--- config.mk ---
export PLATFORM = sky130hd
export DESIGN_NAME = histogram_equalizer_flat
export DESIGN_NICKNAME = d
export VERILOG_FILES = /design/src/rtl/hist_eq_pkg.sv /design/src/rtl/histogram_equalizer_if.sv /design/src/rtl/dp_bram.sv /design/src/rtl/histogram_equalizer_lut_builder.sv /design/src/rtl/histogram_equalizer.sv /design/src/flat_wrapper.sv
export SDC_FILE = /design/constraint.sdc
export NUM_CORES = 2
export LEC_CHECK = 0
export CAP_MARGIN = 10
export CORE_MARGIN = 2
export CORE_UTILIZATION = 45
export DETAILED_ROUTE_END_ITERATION = 6
export MAX_ROUTING_LAYER = met4
export PLACE_DENSITY = 0.61
export SYNTH_ARGS = -nofsm -noshare
export SYNTH_HDL_FRONTEND = slang
export SYNTH_SLANG_ARGS = --single-unit
--- constraint.sdc ---
create_clock -name clk -period 8.9 [get_ports clk]
set_clock_uncertainty 0.2 [all_clocks]
set_input_delay 1.78 -clock clk [delete_from_list [all_inputs] [get_ports clk]]
set_output_delay 1.78 -clock clk [all_outputs]
set_load 0.01 [all_outputs]
--- src/rtl/hist_eq_pkg.sv ---
// hist_eq_pkg: shared sizes, build FSM encoding and the LUT scale
// factor helper for histogram_equalizer.
package hist_eq_pkg;

   localparam int BINS  = 256;
   localparam int PIX_W = 8;
   localparam int BIN_W = 16;

   typedef enum logic [1:0] {
      ST_IDLE,
      ST_READ,
      ST_DRAIN
   } build_st_t;

   // ceil(255 * 2^sh / n)
   function automatic longint unsigned calc_recip(
      input longint unsigned n,
      input int              sh
   );
      return ((64'd255 << sh) + n - 64'd1) / n;
   endfunction

endpackage

--- src/rtl/histogram_equalizer_if.sv ---
// histogram_equalizer_if: histogram RAM read bus between the
// equalizer (master) and the histogram calculator (slave).
interface histogram_equalizer_if
   import hist_eq_pkg::*;
();

   logic             hist_ready;
   logic [PIX_W-1:0] hist_addr_rd;
   logic [BIN_W-1:0] hist_data_rd;

   modport master (
      input  hist_ready,
      input  hist_data_rd,
      output hist_addr_rd
   );

   modport slave (
      output hist_ready,
      output hist_data_rd,
      input  hist_addr_rd
   );

endinterface

--- src/rtl/dp_bram.sv ---
// dp_bram: simple dual-port RAM, port A write, port B registered
// read, single clock.
module dp_bram #(
   parameter int DEPTH = 256,
   parameter int WIDTH = 8
) (
   input  logic                     clk,
   input  logic                     i_we_a,
   input  logic [$clog2(DEPTH)-1:0] i_addr_a,
   input  logic [WIDTH-1:0]         i_din_a,
   input  logic [$clog2(DEPTH)-1:0] i_addr_b,
   output logic [WIDTH-1:0]         o_dout_b
);

   logic [WIDTH-1:0] r_mem [DEPTH];

   always_ff @(posedge clk) begin
      if (i_we_a)
         r_mem[i_addr_a] <= i_din_a;
      o_dout_b <= r_mem[i_addr_b];
   end

endmodule

--- src/rtl/histogram_equalizer_lut_builder.sv ---
// hist_eq_lut_builder: reads 256 bins, accumulates the CDF and
// produces scaled, clamped LUT write beats.
module hist_eq_lut_builder
   import hist_eq_pkg::*;
#(
   parameter int NUM_PIXELS = 307200,
   parameter int CDF_W      = 24,
   parameter int RECIP_SH   = 24
) (
   input  logic                  clk,
   input  logic                  rst,
   histogram_equalizer_if.master bus,
   output logic                  o_busy,
   output logic                  o_start,
   output logic                  o_done,
   output logic                  o_overrun,
   output logic                  o_we,
   output logic [PIX_W-1:0]      o_waddr,
   output logic [PIX_W-1:0]      o_wdata
);

   localparam int PROD_W = CDF_W + BIN_W;
   localparam logic [BIN_W-1:0] RECIP =
      BIN_W'(calc_recip(longint'(NUM_PIXELS), RECIP_SH));

   build_st_t        r_state, w_state_nxt;
   logic [PIX_W-1:0] r_addr, w_addr_nxt;
   logic [1:0]       r_drain, w_drain_nxt;
   logic             r_v1, r_v2, r_v3;
   logic [PIX_W-1:0] r_i1, r_i2, r_i3;
   logic [CDF_W-1:0] r_cdf;
   logic [PROD_W-1:0] r_prod;
   logic [PROD_W-1:0] w_shift;
   logic             r_overrun;

   always_ff @(posedge clk or posedge rst) begin
      if (rst) begin
         r_state <= ST_IDLE;
         r_addr  <= '0;
         r_drain <= '0;
      end else begin
         r_state <= w_state_nxt;
         r_addr  <= w_addr_nxt;
         r_drain <= w_drain_nxt;
      end
   end

   always_comb begin
      w_state_nxt = r_state;
      w_addr_nxt  = r_addr;
      w_drain_nxt = r_drain;
      o_start     = 1'b0;
      o_done      = 1'b0;
      unique case (r_state)
         ST_IDLE: begin
            if (bus.hist_ready) begin
               o_start     = 1'b1;
               w_state_nxt = ST_READ;
               w_addr_nxt  = '0;
            end
         end
         ST_READ: begin
            w_addr_nxt = r_addr + 8'd1;
            if (r_addr == 8'd255) begin
               w_state_nxt = ST_DRAIN;
               w_drain_nxt = '0;
            end
         end
         ST_DRAIN: begin
            w_drain_nxt = r_drain + 2'd1;
            if (r_drain == 2'd3) begin
               w_state_nxt = ST_IDLE;
               o_done      = 1'b1;
            end
         end
         default: w_state_nxt = ST_IDLE;
      endcase
   end

   // c1 data -> c2 cdf -> c3 product -> LUT write
   always_ff @(posedge clk or posedge rst) begin
      if (rst) begin
         r_v1      <= 1'b0;
         r_v2      <= 1'b0;
         r_v3      <= 1'b0;
         r_i1      <= '0;
         r_i2      <= '0;
         r_i3      <= '0;
         r_cdf     <= '0;
         r_prod    <= '0;
         r_overrun <= 1'b0;
      end else begin
         r_v1 <= (r_state == ST_READ);
         r_v2 <= r_v1;
         r_v3 <= r_v2;
         r_i1 <= r_addr;
         r_i2 <= r_i1;
         r_i3 <= r_i2;
         if (o_start)
            r_cdf <= '0;
         else if (r_v1)
            r_cdf <= r_cdf + CDF_W'(bus.hist_data_rd);
         r_prod <= PROD_W'(r_cdf) * PROD_W'(RECIP);
         if (bus.hist_ready && r_state != ST_IDLE)
            r_overrun <= 1'b1;
      end
   end

   assign w_shift = r_prod >> RECIP_SH;

   assign bus.hist_addr_rd = r_addr;
   assign o_busy    = (r_state != ST_IDLE);
   assign o_overrun = r_overrun;
   assign o_we      = r_v3;
   assign o_waddr   = r_i3;
   assign o_wdata   = (|w_shift[PROD_W-1:PIX_W]) ?
                      8'hFF : w_shift[PIX_W-1:0];

endmodule

--- src/rtl/histogram_equalizer.sv ---
// histogram_equalizer: builds an equalization LUT from the frame
// histogram and remaps pixels. Option: HIST_EQ_DOUBLE_BUFFER_EN.
module histogram_equalizer
   import hist_eq_pkg::*;
#(
   parameter int NUM_PIXELS = 307200,
   parameter int CDF_W      = 24,
   parameter int RECIP_SH   = 24
) (
   input  logic                  clk,
   input  logic                  rst,
   histogram_equalizer_if.master hist_bus,
   input  logic [PIX_W-1:0]      in_pixel,
   input  logic                  in_valid,
   input  logic                  end_of_frame,
   output logic [PIX_W-1:0]      out_pixel,
   output logic                  out_valid,
   output logic                  out_end_of_frame,
   output logic                  lut_busy,
   output logic                  lut_active,
   output logic                  hist_overrun
);

   logic             w_start, w_done, w_we;
   logic [PIX_W-1:0] w_bwaddr, w_wdata, w_lut_q;
   logic [PIX_W-1:0] r_pix0, r_pix1;
   logic             r_v0, r_v1, r_eof0, r_eof1;
   logic             r_sel0, r_sel1;
   logic             r_active, r_pend;
   logic             w_fall;

   hist_eq_lut_builder #(
      .NUM_PIXELS (NUM_PIXELS),
      .CDF_W      (CDF_W),
      .RECIP_SH   (RECIP_SH)
   ) u_builder (
      .clk       (clk),
      .rst       (rst),
      .bus       (hist_bus),
      .o_busy    (lut_busy),
      .o_start   (w_start),
      .o_done    (w_done),
      .o_overrun (hist_overrun),
      .o_we      (w_we),
      .o_waddr   (w_bwaddr),
      .o_wdata   (w_wdata)
   );

`ifdef HIST_EQ_DOUBLE_BUFFER_EN
   localparam int LUT_D = 2 * BINS;
   logic             r_bank, r_bank0;
   logic [PIX_W:0]   w_waddr, w_raddr;
   assign w_waddr = {~r_bank, w_bwaddr};
   assign w_raddr = {r_bank0, r_pix0};

   always_ff @(posedge clk or posedge rst) begin
      if (rst) begin
         r_bank  <= 1'b0;
         r_bank0 <= 1'b0;
      end else begin
         if (w_fall && r_pend)
            r_bank <= ~r_bank;
         r_bank0 <= r_bank;
      end
   end
`else
   localparam int LUT_D = BINS;
   logic [PIX_W-1:0] w_waddr, w_raddr;
   assign w_waddr = w_bwaddr;
   assign w_raddr = r_pix0;
`endif

   dp_bram #(
      .DEPTH (LUT_D),
      .WIDTH (PIX_W)
   ) u_lut (
      .clk      (clk),
      .i_we_a   (w_we),
      .i_addr_a (w_waddr),
      .i_din_a  (w_wdata),
      .i_addr_b (w_raddr),
      .o_dout_b (w_lut_q)
   );

   assign w_fall = r_eof0 & ~end_of_frame;

   // a finished LUT waits for the next frame boundary
   always_ff @(posedge clk or posedge rst) begin
      if (rst) begin
         r_active <= 1'b0;
         r_pend   <= 1'b0;
      end else begin
         if (w_start)
            r_pend <= 1'b0;
         else if (w_done)
            r_pend <= 1'b1;
         else if (w_fall)
            r_pend <= 1'b0;
`ifdef HIST_EQ_DOUBLE_BUFFER_EN
         if (w_fall && r_pend)
            r_active <= 1'b1;
`else
         if (w_start)
            r_active <= 1'b0;
         else if (w_fall && r_pend)
            r_active <= 1'b1;
`endif
      end
   end

   always_ff @(posedge clk or posedge rst) begin
      if (rst) begin
         r_pix0 <= '0;
         r_pix1 <= '0;
         r_v0   <= 1'b0;
         r_v1   <= 1'b0;
         r_eof0 <= 1'b0;
         r_eof1 <= 1'b0;
         r_sel0 <= 1'b0;
         r_sel1 <= 1'b0;
      end else begin
         r_pix0 <= in_pixel;
         r_pix1 <= r_pix0;
         r_v0   <= in_valid;
         r_v1   <= r_v0;
         r_eof0 <= end_of_frame;
         r_eof1 <= r_eof0;
         r_sel0 <= r_active;
         r_sel1 <= r_sel0;
      end
   end

   assign out_pixel        = r_sel1 ? w_lut_q : r_pix1;
   assign out_valid        = r_v1;
   assign out_end_of_frame = r_eof1;
   assign lut_active       = r_active;

endmodule
--- src/flat_wrapper.sv ---
// flat-port wrapper written by rule: the top's interface ports become plain ports
module histogram_equalizer_flat import hist_eq_pkg::*;
#(
   parameter int NUM_PIXELS = 307200,
   parameter int CDF_W      = 24,
   parameter int RECIP_SH   = 24
)
  (clk, rst, in_pixel, in_valid, end_of_frame, out_pixel, out_valid, out_end_of_frame, lut_busy, lut_active, hist_overrun, hist_bus_hist_ready, hist_bus_hist_data_rd, hist_bus_hist_addr_rd);
  histogram_equalizer_if hist_bus_i ();
  input  logic clk;
  input  logic rst;
  input  logic [PIX_W-1:0] in_pixel;
  input  logic in_valid;
  input  logic end_of_frame;
  output logic [PIX_W-1:0] out_pixel;
  output logic out_valid;
  output logic out_end_of_frame;
  output logic lut_busy;
  output logic lut_active;
  output logic hist_overrun;
  input wire logic [$bits(hist_bus_i.hist_ready)-1:0] hist_bus_hist_ready;
  input wire logic [$bits(hist_bus_i.hist_data_rd)-1:0] hist_bus_hist_data_rd;
  output wire logic [$bits(hist_bus_i.hist_addr_rd)-1:0] hist_bus_hist_addr_rd;
  assign hist_bus_i.hist_ready = hist_bus_hist_ready;
  assign hist_bus_i.hist_data_rd = hist_bus_hist_data_rd;
  assign hist_bus_hist_addr_rd = hist_bus_i.hist_addr_rd;
  histogram_equalizer #(.NUM_PIXELS(NUM_PIXELS), .CDF_W(CDF_W), .RECIP_SH(RECIP_SH)) u_core (.clk(clk), .rst(rst), .hist_bus(hist_bus_i), .in_pixel(in_pixel), .in_valid(in_valid), .end_of_frame(end_of_frame), .out_pixel(out_pixel), .out_valid(out_valid), .out_end_of_frame(out_end_of_frame), .lut_busy(lut_busy), .lut_active(lut_active), .hist_overrun(hist_overrun));
endmodule
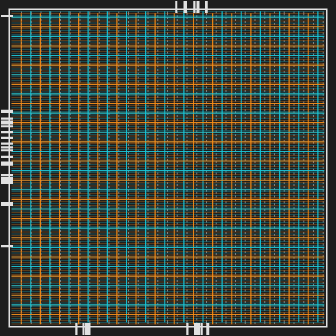
(floorplan with the power grid)
Pins as bars on the die edge. Tap cells in grey.
[orange] VSS
[cyan] VDD
met1 rails: 164
signal pins: 50
tap cells: 2,640
rows: 163
met4 straps: 32

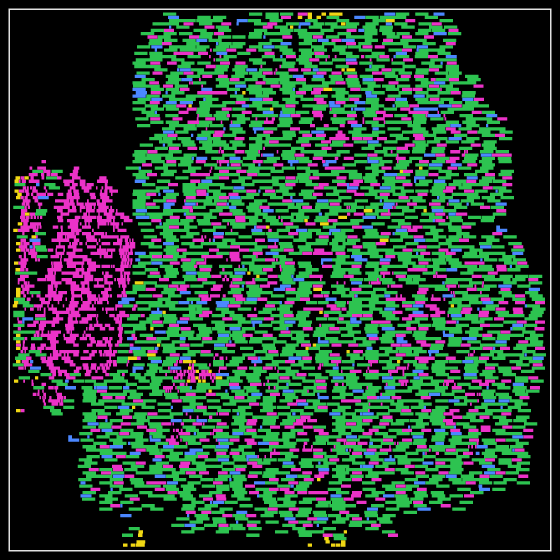
(placement by cell class)
[blue] clock drivers and dummy loads | cells: 401 | share of their area: 7.4%
[green] registers | cells: 2,158 | share of their area: 67%
[magenta] remaining logic cells | cells: 1,789 | share of their area: 25%
[yellow] remaining buffers and delay cells | cells: 97 | share of their area: 1.0%

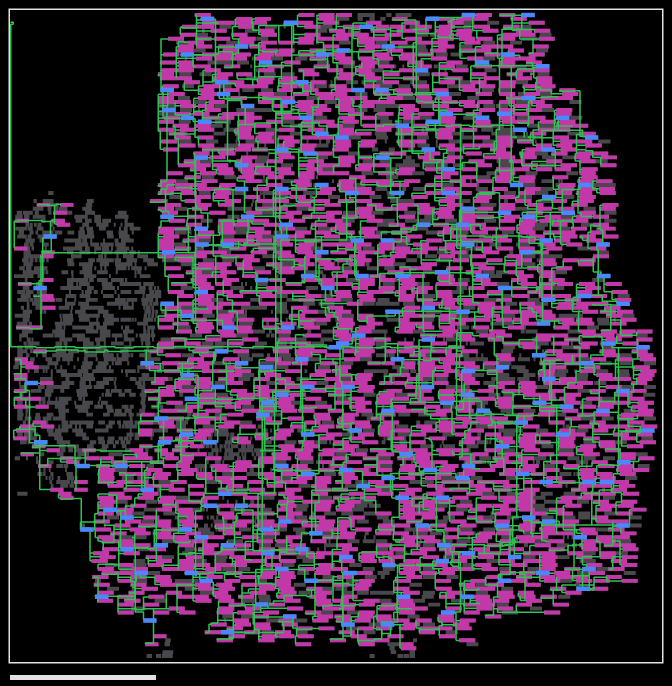
(clock network drawn from the DEF)
The bar under the picture is 100 um long.
[magenta] flip-flops | count: 2,158
[blue] clock-net drivers | count: 214
[green] clock wires | length: 24.5 mm
routed clock nets: 215

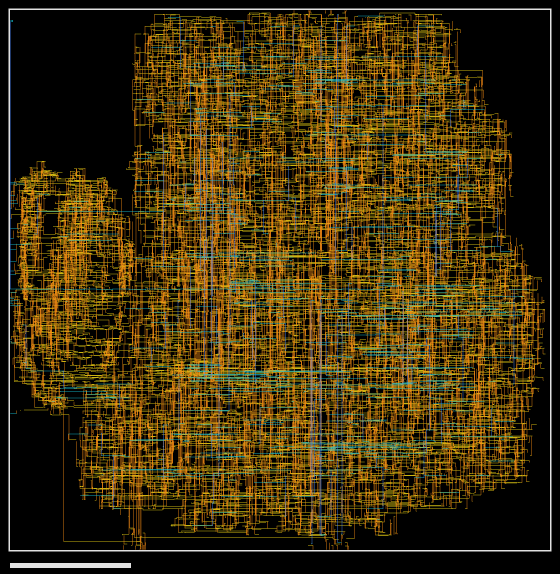
(signal wires by layer)
The bar under the picture is 100 um long.
[yellow] M1 | wire length: 85.6 mm
[blue] M4 | wire length: 5,430 um
[orange] M2 | wire length: 101 mm
[cyan] M3 | wire length: 11,900 um
GRT Total Usage: 21.17%
Total Routed Length: 203.8 mm

==> qor.yml <==
fp_nets: 4446
wl_per_cell_um: 28.76
hp-start: "u_core.u_builder.r_i1[3]"
r2r_end: "u_core.u_builder.r_prod[35]"
top_area_cell: "edfxtp_1"
synth-edff-count: 2048
seq_area_um2: 64230
crit_cells: 17
crit_top_cell: "fa_1"
async_flop_share_pct: 4.727
flop-count: 2158
dpl.hpwl_mm: 122.8
synth.cells.most_frequent: "edfxtp_1 (2,048), mux4_2 (680), nor2_1 (291), inv_1 (183), ha_1 (137)"
slowest_stage: "fa_1"
synth.most_common_cell: "edfxtp_1"
dr_total_vias: 40751
antenna_found_initial: 6
top_cell_area_share_pct: 69.30
design_area_um2: 99440
route.detailed.drc: 0
grt_util_met2_pct: 33.36
largest_reg_flops: 2048
drt-met1-wl_mm: 85.62
area_delta_synth_final_pct: 12.05
overflow: 0
grt_pass1_vias: 41758
lay_top_count: "edfxtp_1"
ys.warnings.count: 0
fp-utilization_pct: 45.14
ant_nets: 0
xor_share_pct: 0.4046
n_all_buffers: 97
tightest_slew_ns: 1.334
hold_class: "flip-flop to flip-flop"
outcome: "finished, final reports clean"
cts_resized: 0
r2r-start: "u_core.u_builder.r_cdf[10]"
num_rows: 163
grt_use_met3_pct: 3.165
cts_root_buf: "clkbuf_16"
hold_slack_ns: 0.1505
